[src/rtl/excess3_serial_framer_if.sv]
// Parallel digit handshake into the Excess-3 serial framer.
interface excess3_serial_framer_if;
  logic       in_valid;
  logic [3:0] in_data;
  logic       in_ready;

  modport master (output in_valid, output in_data, input in_ready);
  modport slave  (input in_valid, input in_data, output in_ready);
endinterface

[src/rtl/excess3_serial_framer.sv]
// Serializes 4-bit Excess-3 digits LSB first for the serial Excess-3 to BCD converter.
// Each digit is framed as one converter-reset cycle followed by four data cycles,
// with a one-entry holding buffer so consecutive digits stream without gaps.
module excess3_serial_framer #(
  parameter bit CHECK_RANGE = 1'b1,
  parameter bit IDLE_X      = 1'b0
) (
  input  logic                          Clk,
  input  logic                          Rst,
  excess3_serial_framer_if.slave        bus,
  output logic                          X_out,
  output logic                          conv_rst,
  output logic                          bit_valid,
  output logic [1:0]                    bit_idx,
  output logic                          busy,
  output logic                          err_pulse
);

  typedef enum logic [2:0] {StIdle, StSync, StBit0, StBit1, StBit2, StBit3} state_e;

  state_e     state_q, state_d;
  logic [3:0] shift_q, shift_d;
  logic [3:0] hold_q, hold_d;
  logic       hold_full_q, hold_full_d;

  logic       x_d, conv_rst_d, bit_valid_d, busy_d, err_d;
  logic [1:0] bit_idx_d;

  logic accept, bad_digit, load_ok;

  assign bus.in_ready = ~hold_full_q;
  assign accept       = bus.in_valid & bus.in_ready;
  assign bad_digit    = CHECK_RANGE && ((bus.in_data < 4'd3) || (bus.in_data > 4'd12));
  // Rejected digits still consume the handshake but never reach the shift or hold register.
  assign load_ok      = accept & ~bad_digit;

  // Next-state, shift-register and holding-buffer update.
  always_comb begin
    state_d     = state_q;
    shift_d     = shift_q;
    hold_d      = hold_q;
    hold_full_d = hold_full_q;
    case (state_q)
      StIdle: begin
        if (load_ok) begin
          shift_d = bus.in_data;
          state_d = StSync;
        end
      end
      StSync: state_d = StBit0;
      StBit0: state_d = StBit1;
      StBit1: state_d = StBit2;
      StBit2: state_d = StBit3;
      StBit3: begin
        if (hold_full_q) begin
          shift_d     = hold_q;
          hold_full_d = 1'b0;
          state_d     = StSync;
        end else if (load_ok) begin
          shift_d = bus.in_data;
          state_d = StSync;
        end else begin
          state_d = StIdle;
        end
      end
      default: state_d = StIdle;
    endcase
    // Mid-digit accepts park in the holding buffer (in_ready guarantees it is empty).
    if (load_ok && (state_q inside {StSync, StBit0, StBit1, StBit2})) begin
      hold_d      = bus.in_data;
      hold_full_d = 1'b1;
    end
  end

  // Registered outputs are decoded from the next state so they line up with it.
  always_comb begin
    x_d         = IDLE_X;
    conv_rst_d  = 1'b0;
    bit_valid_d = 1'b0;
    bit_idx_d   = 2'd0;
    busy_d      = (state_d != StIdle);
    err_d       = accept & bad_digit;
    case (state_d)
      StBit0: bit_idx_d = 2'd0;
      StBit1: bit_idx_d = 2'd1;
      StBit2: bit_idx_d = 2'd2;
      StBit3: bit_idx_d = 2'd3;
      default: bit_idx_d = 2'd0;
    endcase
    if (state_d inside {StBit0, StBit1, StBit2, StBit3}) begin
      x_d         = shift_d[bit_idx_d];
      conv_rst_d  = 1'b1;
      bit_valid_d = 1'b1;
    end
  end

  // State and output registers; reset also drops conv_rst, aborting the converter.
  always_ff @(posedge Clk or negedge Rst) begin
    if (!Rst) begin
      state_q     <= StIdle;
      shift_q     <= 4'd0;
      hold_q      <= 4'd0;
      hold_full_q <= 1'b0;
      X_out       <= IDLE_X;
      conv_rst    <= 1'b0;
      bit_valid   <= 1'b0;
      bit_idx     <= 2'd0;
      busy        <= 1'b0;
      err_pulse   <= 1'b0;
    end else begin
      state_q     <= state_d;
      shift_q     <= shift_d;
      hold_q      <= hold_d;
      hold_full_q <= hold_full_d;
      X_out       <= x_d;
      conv_rst    <= conv_rst_d;
      bit_valid   <= bit_valid_d;
      bit_idx     <= bit_idx_d;
      busy        <= busy_d;
      err_pulse   <= err_d;
    end
  end

endmodule

[src/flat_wrapper.sv]
// flat-port wrapper written by rule: the top's interface ports become plain ports
module excess3_serial_framer_flat 
#(
  parameter bit CHECK_RANGE = 1'b1,
  parameter bit IDLE_X      = 1'b0
)
  (Clk, Rst, X_out, conv_rst, bit_valid, bit_idx, busy, err_pulse, bus_in_valid, bus_in_data, bus_in_ready);
  excess3_serial_framer_if bus_i ();
  input  logic Clk;
  input  logic Rst;
  output logic X_out;
  output logic conv_rst;
  output logic bit_valid;
  output logic [1:0] bit_idx;
  output logic busy;
  output logic err_pulse;
  input wire logic [$bits(bus_i.in_valid)-1:0] bus_in_valid;
  input wire logic [$bits(bus_i.in_data)-1:0] bus_in_data;
  output wire logic [$bits(bus_i.in_ready)-1:0] bus_in_ready;
  assign bus_i.in_valid = bus_in_valid;
  assign bus_i.in_data = bus_in_data;
  assign bus_in_ready = bus_i.in_ready;
  excess3_serial_framer #(.CHECK_RANGE(CHECK_RANGE), .IDLE_X(IDLE_X)) u_core (.Clk(Clk), .Rst(Rst), .bus(bus_i), .X_out(X_out), .conv_rst(conv_rst), .bit_valid(bit_valid), .bit_idx(bit_idx), .busy(busy), .err_pulse(err_pulse));
endmodule
[config.mk]
export PLATFORM = sky130hd
export DESIGN_NAME = excess3_serial_framer_flat
export DESIGN_NICKNAME = d
export VERILOG_FILES = /design/src/rtl/excess3_serial_framer_if.sv /design/src/rtl/excess3_serial_framer.sv /design/src/flat_wrapper.sv
export SDC_FILE = /design/constraint.sdc
export NUM_CORES = 1
export LEC_CHECK = 0
export CAP_MARGIN = 20
export CELL_PAD_IN_SITES_DETAIL_PLACEMENT = 1
export CELL_PAD_IN_SITES_GLOBAL_PLACEMENT = 1
export CORE_ASPECT_RATIO = 1.25
export CORE_MARGIN = 5
export CORE_UTILIZATION = 39
export DETAILED_ROUTE_END_ITERATION = 12
export PLACE_DENSITY = 0.8
export SLEW_MARGIN = 25
export SYNTH_ARGS = -nofsm -noshare
export SYNTH_HDL_FRONTEND = slang
export SYNTH_SLANG_ARGS = --single-unit
[constraint.sdc]
create_clock -name Clk -period 2.3 [get_ports Clk]
set_clock_uncertainty 0.2 [all_clocks]
set_input_delay 0.46 -clock Clk [delete_from_list [all_inputs] [get_ports Clk]]
set_output_delay 0.46 -clock Clk [all_outputs]
set_load 0.05 [all_outputs]
==> CHANGELOG.md, run 1 <==
### Metrics

* Max-cap viol count at 0
* Drt first pass iters at 4
* Sequential fraction of the synthesis area at 52.8%
* Synthesized instance count at 78
* Crit path max-delay family: AND-OR/OR-AND gates
* Core Area at 0.00214 mm^2
* Fraction of layout cells with a size suffix above 1 at 27.0%
* Pre-Place Util at 39.9%
* CP max stage delay at 470 ps
* Startpoint types: primary input
* DRT iter0 DRCs at 14
* CTS tree: built
* Total grt overflow at 0
* Die W at 51.8 um
* Comb area leader: simple AND/OR/NAND/NOR gates
* R2R depth at 5
* Root Driver: clkbuf_4
* Final Cycle Share at 98.6%
* P_leak at 0.520 nW
* Slew @ Worst Pin at 512 ps
* Synth warn at 0
* Ys flops at 18
* Source of the critical timing path: bus_in_data[2]
* Status: finished, final reports clean
* DP HPWL at 1460 um
* Min-Delay Path Class: in -> async
* MUX share of area at 5.28%
* Area contributors post-synth: dfrtp_1 (53%), mux2_2 (5.3%), nand2b_1 (5.1%)
* Crit path kind: in -> reg
* Post-synth top area share at 52.8%
* Top FF cell, synth: dfrtp_1
* F_max at 0.441 GHz
* Late-Pin Clk Latency at 290 ps
* Syn nets at 85
* Met3 Wirelength at 52 um
* Tmin final at 2270 ps
* Tool warnings at 26
* WL met2 at 1070 um
* Max layer used: met4
* Sink Count at 18
* AND-OR/OR-AND Cells, Area Fraction at 17.4%
* Num CTS Buffers at 3
* Placed cell count at 117
* DRC viols at 0
* # IOs at 15
* Placed cell areas at 0.00106 mm^2
* Critical path, cell by cell: clkdlybuf4s50_1 > buf_4 > a311oi_4 > a21oi_2 > a221o_1 > a211o_1
* Fin. Hold Viols at 0
* Slew Limit Fails at 0
* Clock Path Buffers at 2
* Top cells by count: dfrtp_1 (18), nand2b_1 (7), a21oi_1 (6), nand2_1 (6), nor2_1 (6)
* Global placer's final weighted congestion at 0.781
* PortBufs at 14
* Place WS at -443 ps
* Power consumption at 0.00154 W
* Maximum vdd drop at 0.627 mV
* Global route hottest layer: met2
* Vias in the first global route at 737
* DIE AREA at 0.00323 mm^2
* Post-Synth XOR/XNOR Area at 1.03%
[run 1: cells in the final DEF (no fill, tap or decap), types with 2 or more instances in the layout]
cell type and count:
o22ai_1 2, buf_4 8, a21oi_2 2, clkdlybuf4s50_1 12
nand2b_1 7, or3_1 2, or2_2 2, inv_1 2
a21oi_1 5, dlymetal6s2s_1 2, nor2_1 6, mux2_2 4
and3_2 2, clkbuf_4 3, dfrtp_1 18, nand2_1 6
[run 1: worst register-to-register path, delay by kind of cell (launching register included)]
| family | cells | cell delay (ps) |
|---|---|---|
| flip-flops | 1 | 520 |
| AND/OR/NAND/NOR | 1 | 420 |
| AND-OR/OR-AND | 3 | 730 |
| XOR/XNOR | 1 | 190 |
[run 1: sequential cells by signal, summed over array words and instances (netlist names)]
signal / count
u_core.X_out: 1
u_core.bit_idx: 2
u_core.busy: 1
u_core.conv_rst: 1
u_core.err_pulse: 1
u_core.hold_full_q: 1
u_core.hold_q: 4
u_core.shift_q: 4
u_core.state_q: 3
[run 1: final timing paths]
check	to	slack, ps
worst max-delay path	u_core.X_out	30
worst min-delay path	u_core.X_out	290
worst max register to register	u_core.X_out	140
worst min register to register	u_core.shift_q[1]	300
max in group asynchronous	u_core.hold_q[2]	1410
min in group Clk	u_core.shift_q[1]	300
[run 1: power breakdown]
part,switching (W),total [W],internal [W]
clock,0.0000927,0.000154,0.0000610
combinational,0.000478,0.000809,0.000331
sequential,0.000117,0.000578,0.000461
[run 1: area by class of cell]
cell class | count | area (um^2)
tap | 21 | 26.3
fill | 230 | 1020
inverter | 2 | 7.51
multi-input combinational | 55 | 405
clock buffer | 3 | 22.5
sequential | 18 | 450
timing repair buffer | 22 | 205
[run 1: repair_timing]
action | 4_1_cts | 5_1_grt
resized | 1 | 4
setup endpoints to repair | 2 | 1
pin swaps | 1 | 1
cloned | 1 | 0
Figure 1. Cells coloured by class (run 1).
(4 px per um)
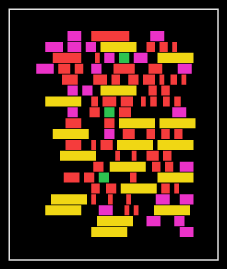
[flops] yellow | cells: 18 | share of their area: 41%
[other buffers and delay cells] magenta | cells: 22 | share of their area: 19%
[clock drivers] green | cells: 3 | share of their area: 2.1%
[combinational and other logic] red | cells: 57 | share of their area: 38%
design area: 0.00112 mm^2
num rows: 19

Figure 2. Sequential cells grouped by signal name (run 1).
(10 px per um) Other sequential cells in the stronger grey, the rest of the logic in the fainter grey.
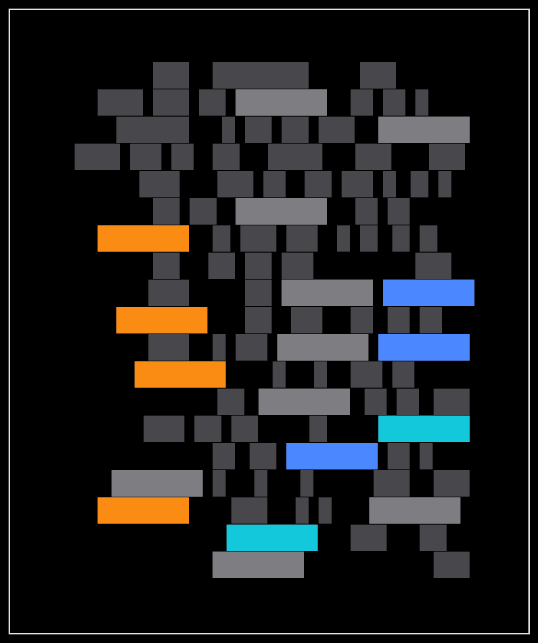
[u_core.hold_q] orange | placed flops: 4 | where: west
[u_core.bit_idx] cyan | placed flops: 2
[u_core.state_q] blue | placed flops: 3
sequential fraction of total cell area: 40.3%
total sequential power: 0.000578 W
Reg area: 450 um^2
Core Util, Final: 52.2%

Figure 3. M3 wires (run 1).
(6 px per um)
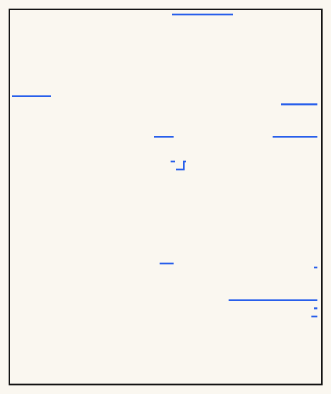
longest straight run: 14.5 um
wire length on this layer: 52.6 um
share of all routed wire: 2.6%
wirelength, routed: 2000 um
met3 GRT Util: 2.39%

==> run 2, diff against run 1 <==
Settings changed: CAP_MARGIN 20 to unset, TNS_END_PERCENT set to 10.
Figure 4. Cells coloured by class (run 2).
(4 px per um)
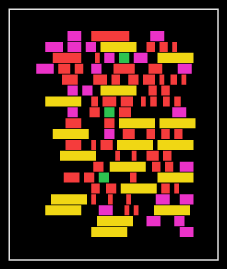
[other buffers and delay cells] magenta | cells: 22 | share of their area: 19%
[combinational and other logic] red | cells: 57 | share of their area: 38%
[flops] yellow | cells: 18 | share of their area: 41%
[clock drivers] green | cells: 3 | share of their area: 2.1%
Core Area: 0.00214 mm^2

==> run 2 against run 1 <==
Effect of this change: core utilization stayed put; global-route usage unchanged; synthesized area unchanged; clock-buffer cell count stayed put; final cell count stayed put; non-clock buffer count unchanged; sequential cell count is the same; via count stayed put; critical path depth unchanged.
==> CHANGELOG.md, run 2 <==
### Metrics

* Flip-flops with a built-in enable at 0
* Net Switching at 0.000688 W (unchanged)
* Largest net degree at the start of global routing at 19
* R2R depth at 5 (unchanged)
* Top FF cell, synth: dfrtp_1
* Total grt overflow at 0 (unchanged)
* Pwr dens at 1380 mW/mm^2
* Initial antenna violation count at 0
* Most numerous logic cell after layout: dfrtp_1
* GRT Overall Usage at 14.3%
* Late-Pin Clk Latency at 290 ps (about the same)
* Tool warnings at 26 (unchanged)
* Synth area leader: dfrtp_1
* Required time worst endpoint at 2280 ps
* Synth Area per Inst at 10.9 um^2
* DRT iter0 DRCs at 14 (unchanged)
* Slew @ Worst Pin at 512 ps (unchanged)
* Drt first pass iters at 4 (unchanged)
* Syn nets at 85 (unchanged)
* Clock Path Buffers at 2 (unchanged)
* Design area at 0.00112 mm^2 (unchanged)
* Area contributors post-synth: dfrtp_1 (53%), mux2_2 (5.3%), nand2b_1 (5.1%)
* Switching share of power at 44.6% (unchanged)
* Fraction of layout cells with a size suffix above 1 at 27.0% (unchanged)
* R2r setup slk at 140 ps (about the same)
* Post-synth top area share at 52.8% (unchanged)
* DIE AREA at 0.00323 mm^2 (unchanged)
* Clock share of power at 10.0% (about the same)
* Worst path arrival time at 2250 ps
* Die W at 51.8 um (unchanged)
* Crit path kind: in -> reg
* Biggest regs: u_core.hold_q: 4 flops, u_core.shift_q: 4 flops, u_core.state_q: 3 flops
* Sink Count at 18 (unchanged)
* CTS tree: built
* Worst reg2reg startpoint: u_core.state_q[0]
* Drt wl/cell at 16.5 um
* Power consumption at 0.00154 W (unchanged)
* DR vias/cell at 5.59
* P_leak at 0.520 nW (unchanged)
* Setup crit end kind: flop
* Htree depth at 1
* Worst relative slew slack at 65.7%
* Slew Limit Fails at 0 (unchanged)
* Max-cap viol count at 0 (unchanged)
* Most frequent cells in the layout: dfrtp_1 (18), clkdlybuf4s50_1 (12), buf_4 (8)
* F_max at 0.441 GHz (unchanged)
* Wirelength, routed at 2000 um (unchanged)
* Layout Area Growth over Synthesis at 30.9%
* Sequential fraction of the synthesis area at 52.8% (unchanged)
* Post-synthesis cell area at 853 um^2
* Cell total in the yosys stat output at 78
* Core Util, Final at 52.2% (unchanged)
* Antenna Nets Post-Route at 0
* First-pass GRT wire length at 3450 um
* Yosys synthesis chip area at 853 um^2
* Internal power at 0.000853 W (unchanged)
* Setup crit end: u_core.X_out
* PortBufs at 14 (unchanged)
* Tmin final at 2270 ps (unchanged)
* Cell Type Count at 31
* Status: finished, final reports clean
* Synth async-reset ratio at 100%
* Num CTS Buffers at 3 (unchanged)
* Setup TNS at 0 ps
* Pre-Place Util at 39.9% (unchanged)
* Num rows at 19 (unchanged)
* DRC viols at 0 (unchanged)
* Vias in the first global route at 737 (unchanged)
* Synthesized instance count at 78 (unchanged)
* Most frequent cell after synthesis: dfrtp_1
* Synth warn at 0 (unchanged)
* Post-CTS setup buffers at 0
* Maximum vdd drop at 0.627 mV (unchanged)
* Setup-failing EPs final at 0
* Placed cell areas at 0.00106 mm^2 (unchanged)
* Top cells by count: dfrtp_1 (18), nand2b_1 (7), a21oi_1 (6), nand2_1 (6), nor2_1 (6)
* DP HPWL at 1460 um (unchanged)
* Clock Pin Slew Worst Setup and Hold Paths at 100 ps
* Flop pwr share at 37.5% (about the same)
* Ys flops at 18 (unchanged)
* Fin. Hold Viols at 0 (unchanged)
* Source of the critical timing path: bus_in_data[2]
* RSZ-0062 raised after global routing: false
* Reg2reg end: u_core.X_out
* Comb power frac at 52.5% (about the same)
* Min-Delay Path Class: in -> async
* Final Cycle Share at 98.6% (unchanged)
* Ant diodes at 0
* Final Net Count at 109
* CP max FO at 5
* Global placer's final weighted congestion at 0.781 (unchanged)
* CTS Hold Bufs at 0
* Startpoint types: primary input
* # IOs at 15 (unchanged)
* Root Driver: clkbuf_4
* Chip height at 62.3 um
Figure 5. M3 wires (run 2).
(6 px per um)
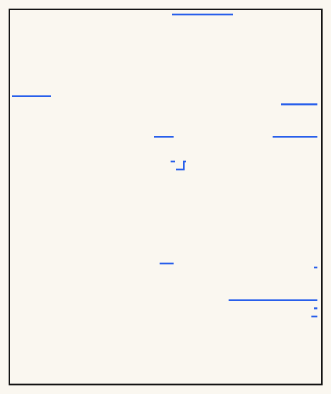
nets with wire on the layer: 10
share of all routed wire: 2.6%
wire length on this layer: 52.6 um
routed vias: 676

==> run 2: area by class of cell <==
| type | instances | area, um^2 |
|---|---|---|
| Multi-Input combinational cell | 55 | 405 |
| Fill cell | 230 | 1020 |
| Tap cell | 21 | 26.3 |
| Timing Repair Buffer | 22 | 205 |
| Sequential cell | 18 | 450 |
| Clock buffer | 3 | 22.5 |
| Inverter | 2 | 7.51 |
==> run 2: power by group through the flow <==
stage | logic (W) | clock network, W | registers (W)
CTS | 0.000807 | 0.000165 | 0.000576
floorplan | 0.000462 | 0 | 0.000665
detailed placement | 0.000796 | 0 | 0.000582
global route | 0.000869 | 0.000176 | 0.000597
global placement | 0.000771 | 0 | 0.000573
finish | 0.000809 | 0.000154 | 0.000578
==> run 2: cells by family (layout without fill, tap and decap cells) <==
logic type / Yosys count / after routing / synth area share, %
mux: 4 / 4 / 5.28
compound gates: 19 / 20 / 17.5
flops: 18 / 18 / 52.8
xor+xnor: 1 / 1 / 1.03
simple gates: 30 / 30 / 20.1
buf+inv: 6 / 27 / 3.37
==> run 2: through the flow <==
step / instances / hold slack [ps] / setup slack (ps)
after global routing: 121 / 306 / 7.52
after detailed placement: 117 / 281 / -443
final: 121 / 294 / 31.2
after floorplan: 78 / -35.6 / 203
after global placement: 117 / 264 / -319
after CTS: 121 / 290 / 20.5
==> run 2: critical path, stage by stage <==
cell and delay [ps]:
clkdlybuf4s50_1 470, buf_4 190, a311oi_4 430, a21oi_2 110, a221o_1 330, a211o_1 270
==> run 2: metal layers <==
metal	GRT usage (%)	share of wire (%)
met5	0	0
met4	7.87	1.8
met3	2.39	2.6
met2	24.1	53
met1	16.5	42
==> run 2: repair_timing <==
item / 4_1_cts / 5_1_grt
pin swaps: 1 / 1
setup endpoints to repair: 2 / 1
resized: 1 / 4
gates cloned: 1 / 0
No activity file was given, so power comes from the tool's default toggle rates.
